Fig. 1: congestion heat map
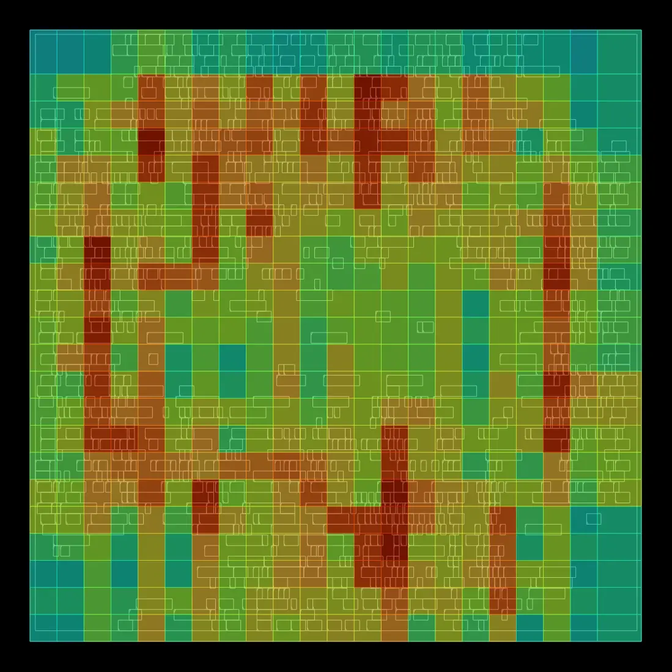
Fig. 2: placed cells, one colour a class
(3 px per um) Fill, decap, tap and diode cells in grey.
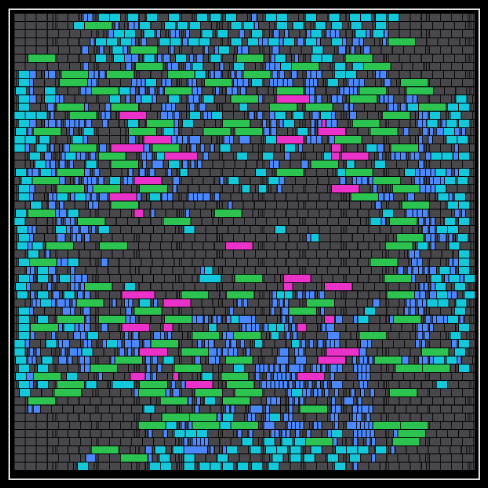
Fig. 3: clock wires, drivers and flops
(2 px per um)
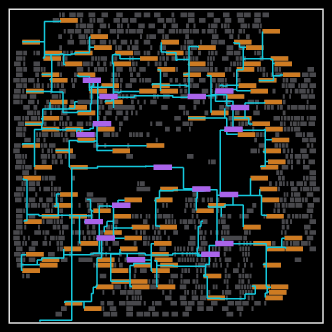
[config.mk]
export PLATFORM = sky130hd
export DESIGN_NAME = pipe_bypass_chain_flat
export DESIGN_NICKNAME = d
export VERILOG_FILES = /design/src/rtl/pipe_bypass_chain_if.sv /design/src/rtl/pipe_bypass_chain.sv /design/src/flat_wrapper.sv
export SDC_FILE = /design/constraint.sdc
export NUM_CORES = 1
export LEC_CHECK = 0
export ABC_AREA = 1
export CAP_MARGIN = 20
export CORE_UTILIZATION = 30
export DETAILED_ROUTE_END_ITERATION = 12
export HOLD_SLACK_MARGIN = 0.1
export PLACE_DENSITY = 0.62
export SYNTH_ARGS = -nofsm -noshare
export SYNTH_HDL_FRONTEND = slang
export SYNTH_SLANG_ARGS = --single-unit
[constraint.sdc]
create_clock -name clk -period 3.96 [get_ports clk]
set_clock_uncertainty 0.05 [all_clocks]
set_input_delay 0.396 -clock clk [delete_from_list [all_inputs] [get_ports clk]]
set_output_delay 0.396 -clock clk [all_outputs]
set_load 0.02 [all_outputs]
[src/rtl/pipe_bypass_chain_if.sv]
// pipe_bypass_chain_if
// Bundles the issue handshake, operand read ports, late-result port and
// writeback port of pipe_bypass_chain.
//   master : decode/issue side (drives requests, operands, late data)
//   slave  : the pipeline shell itself
// Handshake: an issue is taken on a rising clk edge exactly when
// in_valid & in_ready are both high in the cycle before it. in_ready is
// low while an operand hazard stalls or while flush drops the instruction.
// When stalled the issuer keeps presenting the same instruction. When
// flushed the issuer does not present it again.
interface pipe_bypass_chain_if #(
   parameter int DATA_W = 32,
   parameter int REG_AW = 5,
   parameter int NRD    = 2
);
   logic                     in_valid;
   logic                     in_ready;
   logic                     in_wr;
   logic [REG_AW-1:0]        in_addr;
   logic [DATA_W-1:0]        in_data;
   logic                     in_late;
   logic                     flush;
   logic [NRD-1:0]           rd_en;
   logic [NRD*REG_AW-1:0]    rd_addr;
   logic [NRD*DATA_W-1:0]    rd_regfile;
   logic [NRD*DATA_W-1:0]    rd_data;
   logic                     stall;
   logic                     late_valid;
   logic [DATA_W-1:0]        late_addr_data;
   logic [DATA_W-1:0]        late_data;
   logic                     out_valid;
   logic                     out_wr;
   logic [REG_AW-1:0]        out_addr;
   logic [DATA_W-1:0]        out_data;

   modport master (
      output in_valid, in_wr, in_addr, in_data, in_late, flush,
             rd_en, rd_addr, rd_regfile, late_data,
      input  in_ready, rd_data, stall, late_valid, late_addr_data,
             out_valid, out_wr, out_addr, out_data
   );

   modport slave (
      input  in_valid, in_wr, in_addr, in_data, in_late, flush,
             rd_en, rd_addr, rd_regfile, late_data,
      output in_ready, rd_data, stall, late_valid, late_addr_data,
             out_valid, out_wr, out_addr, out_data
   );
endinterface

[src/rtl/pipe_bypass_chain.sv]
// pipe_bypass_chain
// In-order pipeline shell: DEPTH result stages behind the issue point,
// operand forwarding for NRD read ports, and a stall when a needed result
// is not produced yet (a late/load entry before it leaves LATE_STAGE).
// Ports:
//   clk, rst : clock, asynchronous active-high reset
//   bus      : pipe_bypass_chain_if.slave. It carries the issue handshake
//              (in_*, flush), the read ports (rd_*, stall), the late-result
//              port (late_*) and the writeback port (out_*).
// Optional build macro PIPE_R0_ZERO_EN: register 0 is hardwired to zero.
// It never matches, never stalls, reads as 0 and is never written back.
module pipe_bypass_chain #(
   parameter int DATA_W     = 32,
   parameter int REG_AW     = 5,
   parameter int DEPTH      = 3,
   parameter int NRD        = 2,
   parameter int LATE_STAGE = 1
) (
   input logic                clk,
   input logic                rst,
   pipe_bypass_chain_if.slave bus
);

   typedef struct packed {
      logic              valid;
      logic              wr;
      logic [REG_AW-1:0] addr;
      logic [DATA_W-1:0] data;
      logic              late;
      logic              ok;     // result present in data
   } stage_t;

   stage_t st [DEPTH];

   logic [NRD-1:0]    hazard;
   logic [REG_AW-1:0] raddr;
   logic              hit;
   logic              hit_ok;
   logic [DATA_W-1:0] hit_data;
   logic              accept;

   function automatic logic stage_match(stage_t s, logic [REG_AW-1:0] a);
`ifdef PIPE_R0_ZERO_EN
      return s.valid && s.wr && (s.addr == a) && (a != '0);
`else
      return s.valid && s.wr && (s.addr == a);
`endif
   endfunction

   assign bus.stall    = |(bus.rd_en & hazard);
   assign bus.in_ready = !bus.stall && !bus.flush;
   assign accept       = bus.in_valid && bus.in_ready;

   // Stages advance every edge. Only the issue point can hold, and it
   // holds by loading a bubble.
   always_ff @(posedge clk or posedge rst) begin
      if (rst) begin
         for (int k = 0; k < DEPTH; k++) begin
            st[k] <= '0;
         end
      end else begin
         if (accept) begin
            st[0] <= '{valid: 1'b1, wr: bus.in_wr, addr: bus.in_addr,
                       data: bus.in_data, late: bus.in_late, ok: !bus.in_late};
         end else begin
            st[0] <= '0;
         end
         for (int k = 1; k < DEPTH; k++) begin
            st[k] <= st[k-1];
            // A late entry picks up its result as it leaves LATE_STAGE.
            if ((k - 1 == LATE_STAGE) && st[k-1].valid && st[k-1].late) begin
               st[k].data <= bus.late_data;
               st[k].ok   <= 1'b1;
            end
         end
      end
   end

   // Forwarding: the scan runs from oldest to youngest, so the last match
   // written is the youngest one. Its ok bit alone decides hit or hazard.
   // Older ok copies behind a pending younger write must not be used.
   always_comb begin
      hazard      = '0;
      raddr       = '0;
      hit         = 1'b0;
      hit_ok      = 1'b0;
      hit_data    = '0;
      bus.rd_data = bus.rd_regfile;
      for (int i = 0; i < NRD; i++) begin
         raddr    = bus.rd_addr[i*REG_AW +: REG_AW];
         hit      = 1'b0;
         hit_ok   = 1'b0;
         hit_data = '0;
         for (int k = DEPTH - 1; k >= 0; k--) begin
            if (stage_match(st[k], raddr)) begin
               hit      = 1'b1;
               hit_ok   = st[k].ok;
               hit_data = st[k].data;
            end
         end
         if (hit && hit_ok) begin
            bus.rd_data[i*DATA_W +: DATA_W] = hit_data;
         end
         hazard[i] = hit && !hit_ok;
`ifdef PIPE_R0_ZERO_EN
         if (raddr == '0) begin
            bus.rd_data[i*DATA_W +: DATA_W] = '0;
         end
`endif
      end
   end

   assign bus.late_valid     = st[LATE_STAGE].valid && st[LATE_STAGE].late;
   assign bus.late_addr_data = st[LATE_STAGE].data;

   assign bus.out_valid = st[DEPTH-1].valid;
   assign bus.out_addr  = st[DEPTH-1].addr;
   assign bus.out_data  = st[DEPTH-1].data;
`ifdef PIPE_R0_ZERO_EN
   assign bus.out_wr = st[DEPTH-1].valid && st[DEPTH-1].wr && (st[DEPTH-1].addr != '0);
`else
   assign bus.out_wr = st[DEPTH-1].valid && st[DEPTH-1].wr;
`endif

endmodule

[src/flat_wrapper.sv]
// flat-port wrapper written by rule: the top's interface ports become plain ports
module pipe_bypass_chain_flat 
#(
   parameter int DATA_W     = 32,
   parameter int REG_AW     = 5,
   parameter int DEPTH      = 3,
   parameter int NRD        = 2,
   parameter int LATE_STAGE = 1
)
  (clk, rst, bus_in_valid, bus_in_wr, bus_in_addr, bus_in_data, bus_in_late, bus_flush, bus_rd_en, bus_rd_addr, bus_rd_regfile, bus_late_data, bus_in_ready, bus_rd_data, bus_stall, bus_late_valid, bus_late_addr_data, bus_out_valid, bus_out_wr, bus_out_addr, bus_out_data);
  pipe_bypass_chain_if #(.DATA_W(DATA_W), .REG_AW(REG_AW), .NRD(NRD)) bus_i ();
  input logic clk;
  input logic rst;
  input wire logic [$bits(bus_i.in_valid)-1:0] bus_in_valid;
  input wire logic [$bits(bus_i.in_wr)-1:0] bus_in_wr;
  input wire logic [$bits(bus_i.in_addr)-1:0] bus_in_addr;
  input wire logic [$bits(bus_i.in_data)-1:0] bus_in_data;
  input wire logic [$bits(bus_i.in_late)-1:0] bus_in_late;
  input wire logic [$bits(bus_i.flush)-1:0] bus_flush;
  input wire logic [$bits(bus_i.rd_en)-1:0] bus_rd_en;
  input wire logic [$bits(bus_i.rd_addr)-1:0] bus_rd_addr;
  input wire logic [$bits(bus_i.rd_regfile)-1:0] bus_rd_regfile;
  input wire logic [$bits(bus_i.late_data)-1:0] bus_late_data;
  output wire logic [$bits(bus_i.in_ready)-1:0] bus_in_ready;
  output wire logic [$bits(bus_i.rd_data)-1:0] bus_rd_data;
  output wire logic [$bits(bus_i.stall)-1:0] bus_stall;
  output wire logic [$bits(bus_i.late_valid)-1:0] bus_late_valid;
  output wire logic [$bits(bus_i.late_addr_data)-1:0] bus_late_addr_data;
  output wire logic [$bits(bus_i.out_valid)-1:0] bus_out_valid;
  output wire logic [$bits(bus_i.out_wr)-1:0] bus_out_wr;
  output wire logic [$bits(bus_i.out_addr)-1:0] bus_out_addr;
  output wire logic [$bits(bus_i.out_data)-1:0] bus_out_data;
  assign bus_i.in_valid = bus_in_valid;
  assign bus_i.in_wr = bus_in_wr;
  assign bus_i.in_addr = bus_in_addr;
  assign bus_i.in_data = bus_in_data;
  assign bus_i.in_late = bus_in_late;
  assign bus_i.flush = bus_flush;
  assign bus_i.rd_en = bus_rd_en;
  assign bus_i.rd_addr = bus_rd_addr;
  assign bus_i.rd_regfile = bus_rd_regfile;
  assign bus_i.late_data = bus_late_data;
  assign bus_in_ready = bus_i.in_ready;
  assign bus_rd_data = bus_i.rd_data;
  assign bus_stall = bus_i.stall;
  assign bus_late_valid = bus_i.late_valid;
  assign bus_late_addr_data = bus_i.late_addr_data;
  assign bus_out_valid = bus_i.out_valid;
  assign bus_out_wr = bus_i.out_wr;
  assign bus_out_addr = bus_i.out_addr;
  assign bus_out_data = bus_i.out_data;
  pipe_bypass_chain #(.DATA_W(DATA_W), .REG_AW(REG_AW), .DEPTH(DEPTH), .NRD(NRD), .LATE_STAGE(LATE_STAGE)) u_core (.clk(clk), .rst(rst), .bus(bus_i));
endmodule
==> Table 3: Implementation characteristics <==
Summary of implementation characteristics

Parameter                              Value

Status
  Run status .................. completed

Clock network
  Num CTS Buffers .................. 17
  Clock edge transition at the registers on the reported setup and hold paths .................. ~0.050 ns
  Number of sinks driven by the clock tree .................. 122
  H-tree levels .................. 4
  Insertion Delay late pin .................. roughly 0.42 ns

Floorplanning
  Die height .................. approximately 160 um
  Full die area .................. between 20000 and 25000 um^2
  Floorplan row count .................. 56
  Core outline area .................. 23400 um^2

Worst setup path
  R2r setup slk .................. 0.99 ns
  Library cell contributing the largest single delay on the critical path .................. sky130_fd_sc_hd__clkdlybuf4s50_1
  Destination of the worst register-to-register timing path .................. u_core.st[88]
  Required arrival time at the worst endpoint .................. around 3.5 ns
  Timing startpoint of the critical path .................. bus_rd_addr[4]
  Critical path, cell by cell .................. clkdlybuf4s50_1 > nand2_1 > a21oi_1 > nand3_2 > inv_1 > buf_4 > a21oi_1 > o21ai_0 > o21ai_0 > o21ai_0 > clkdlybuf4s50_1
  Worst path arrival time .................. approximately 3.2 ns
  Depth of the most critical reg-to-reg path .................. 13

STA
  Setup violations, final .................. 0
  Final setup TNS .................. 0 ns
  Slew Limit Headroom .................. 49.14%
  Final Hold Viols .................. 0
  Tightest Pin Transition .................. ~0.76 ns

Place
  Buffers on Ports .................. between 200 and 300
  Detailed placer's ending HPWL .................. around 19 mm

Global routing
  First-pass GRT wire length .................. between 30 and 40 mm
  GR met2 Demand/Resource .................. a little over a third
  Met3 GRT Util .................. ~5.3%
  Number of global-route vias before repair .................. about 6800

Synth
  Most popular library cell in the synthesized design by count .................. sky130_fd_sc_hd__nand2_1
  Dominant register cell .................. sky130_fd_sc_hd__dfrtp_1
  Number of standard cells reported by yosys .................. 970
  Number of warnings printed during yosys synthesis .................. 0
  #FFs+latches synth .................. roughly 120
  Net count after synthesis .................. 1121
  Mean Syn Cell Area .................. around 7.3 um^2

Routing
  Drt wl/cell .................. around 17 um
  Post-DRT Antenna Nets .................. 0
  Total length of routed wires .................. between 20 and 30 mm
  Post-route DRC violation count .................. 0
  Post-detailed-route via-to-cell ratio .................. about 4.6

Layout
  Fin nets .................. around 1300

Power and ir drop
  Power density normalized to cell area .................. 347.3 nW/um^2
  Static Leak .................. around 4.7 nW

Worst hold path
  Worst Min Path Start .................. u_core.st[83]
About Fig. 1:
utilization after layout: 44.85%
met1 Track Usage GR: 26.79%

About Fig. 2:
Key: other buffers and delay cells = cyan [cells 309, share of their area 30%]; all other logic = blue [cells 728, share of their area 33%]; clock drivers and dummy loads = magenta [cells 32, share of their area 6.5%]; flip-flops = green [cells 122, share of their area 30%]

About Fig. 3:
Key: clock wires = cyan [length 1960 um]; flip-flops = orange [count 122]; cells driving clock nets = purple [count 17]
There are 18 routed clock nets. Position of the flops: spread over the die.

report_power, final:
part / internal (mW) / switching (mW) / leakage, nW
Clock: 1.14 / 0.615 / 0.318
Sequential: 1.30 / 0.0445 / 1.64
Combinational: 0.287 / 0.260 / 2.71
Total: 2.73 / 0.920 / 4.66
registers in the layout, indices dropped and copies added, names as in the netlist:
name                       cells
u_core.bus.out_addr            5
u_core.bus.out_valid           1
u_core.st                     52
u_core.bus.out_data           32
u_core.bus.late_addr_data     32
worst register-to-register path, delay by kind of cell, from the launching register on:
family / cells / cell delay [ns]
simple gates: 9 / 1.54
buf+inv: 3 / 0.72
flops: 1 / 0.43
compound gates: 1 / 0.16
stage by stage:
step                setup WS, ns  hold WS, ns  std cells  utilization [%]  area, um^2
finish                    0.2883       0.3171       1511            44.85       10500
floorplan                 0.2715       0.2812        970                -        7128
CTS                       0.2688       0.3223       1510            44.84       10490
detailed placement        0.2796       0.3023       1478            42.02        9834
global route             0.05837       0.3195       1510            44.84       10490
global placement          0.2878       0.2843       1478            42.02        9834
final cells by class:
cell class / instances / area (um^2) / share of cell area [%]
Inverter: 122 / 462.9 / 4.411
Timing Repair Buffer: 309 / 3065 / 29.21
Clock inverter: 13 / 215.2 / 2.051
Sequential cell: 122 / 3053 / 29.09
Multi-Input combinational cell: 606 / 2854 / 27.19
Clock buffer: 19 / 442.9 / 4.220
Tap cell: 319 / 399.1 / 3.803
Antenna cell: 1 / 2.502 / 0.02384
cell families (layout without fill, tap and decap cells):
| group | count (synthesis) | after routing |
|---|---|---|
| simple gates | 375 | 375 |
| other cells | 0 | 1 |
| xor+xnor | 3 | 3 |
| compound gates | 225 | 225 |
| flops | 122 | 122 |
| mux | 3 | 3 |
| buf+inv | 242 | 463 |
layout by cell type, fill, tap and decap left out, types with 2 or more instances in the layout:
cell type                           n
sky130_fd_sc_hd__clkdlybuf4s50_1  288
sky130_fd_sc_hd__nand3_2            4
sky130_fd_sc_hd__inv_1            112
sky130_fd_sc_hd__inv_2              9
sky130_fd_sc_hd__inv_6              3
sky130_fd_sc_hd__nor2_2            30
sky130_fd_sc_hd__nor2_1            91
sky130_fd_sc_hd__buf_12             2
sky130_fd_sc_hd__nor2_4             3
sky130_fd_sc_hd__clkinv_4           4
sky130_fd_sc_hd__a31oi_1           28
sky130_fd_sc_hd__buf_4             19
sky130_fd_sc_hd__xor2_1             2
sky130_fd_sc_hd__nand3_1           28
sky130_fd_sc_hd__mux2i_1            3
sky130_fd_sc_hd__a21oi_1           29
sky130_fd_sc_hd__o21ai_0          146
sky130_fd_sc_hd__bufinv_16          5
sky130_fd_sc_hd__o211ai_1          10
sky130_fd_sc_hd__nand2_1          214
sky130_fd_sc_hd__o22ai_1           11
sky130_fd_sc_hd__clkbuf_16         17
sky130_fd_sc_hd__dfrtp_1          122
sky130_fd_sc_hd__nand2_2            2
layer usage:
layer / vias up / routed length [um]
met5: - / 0
met4: 0 / 392
met2: 287 / 12960
met3: 26 / 1872
li1: 3440 / -
met1: 3237 / 11110
No activity file was given, so power comes from the tool's default toggle rates.
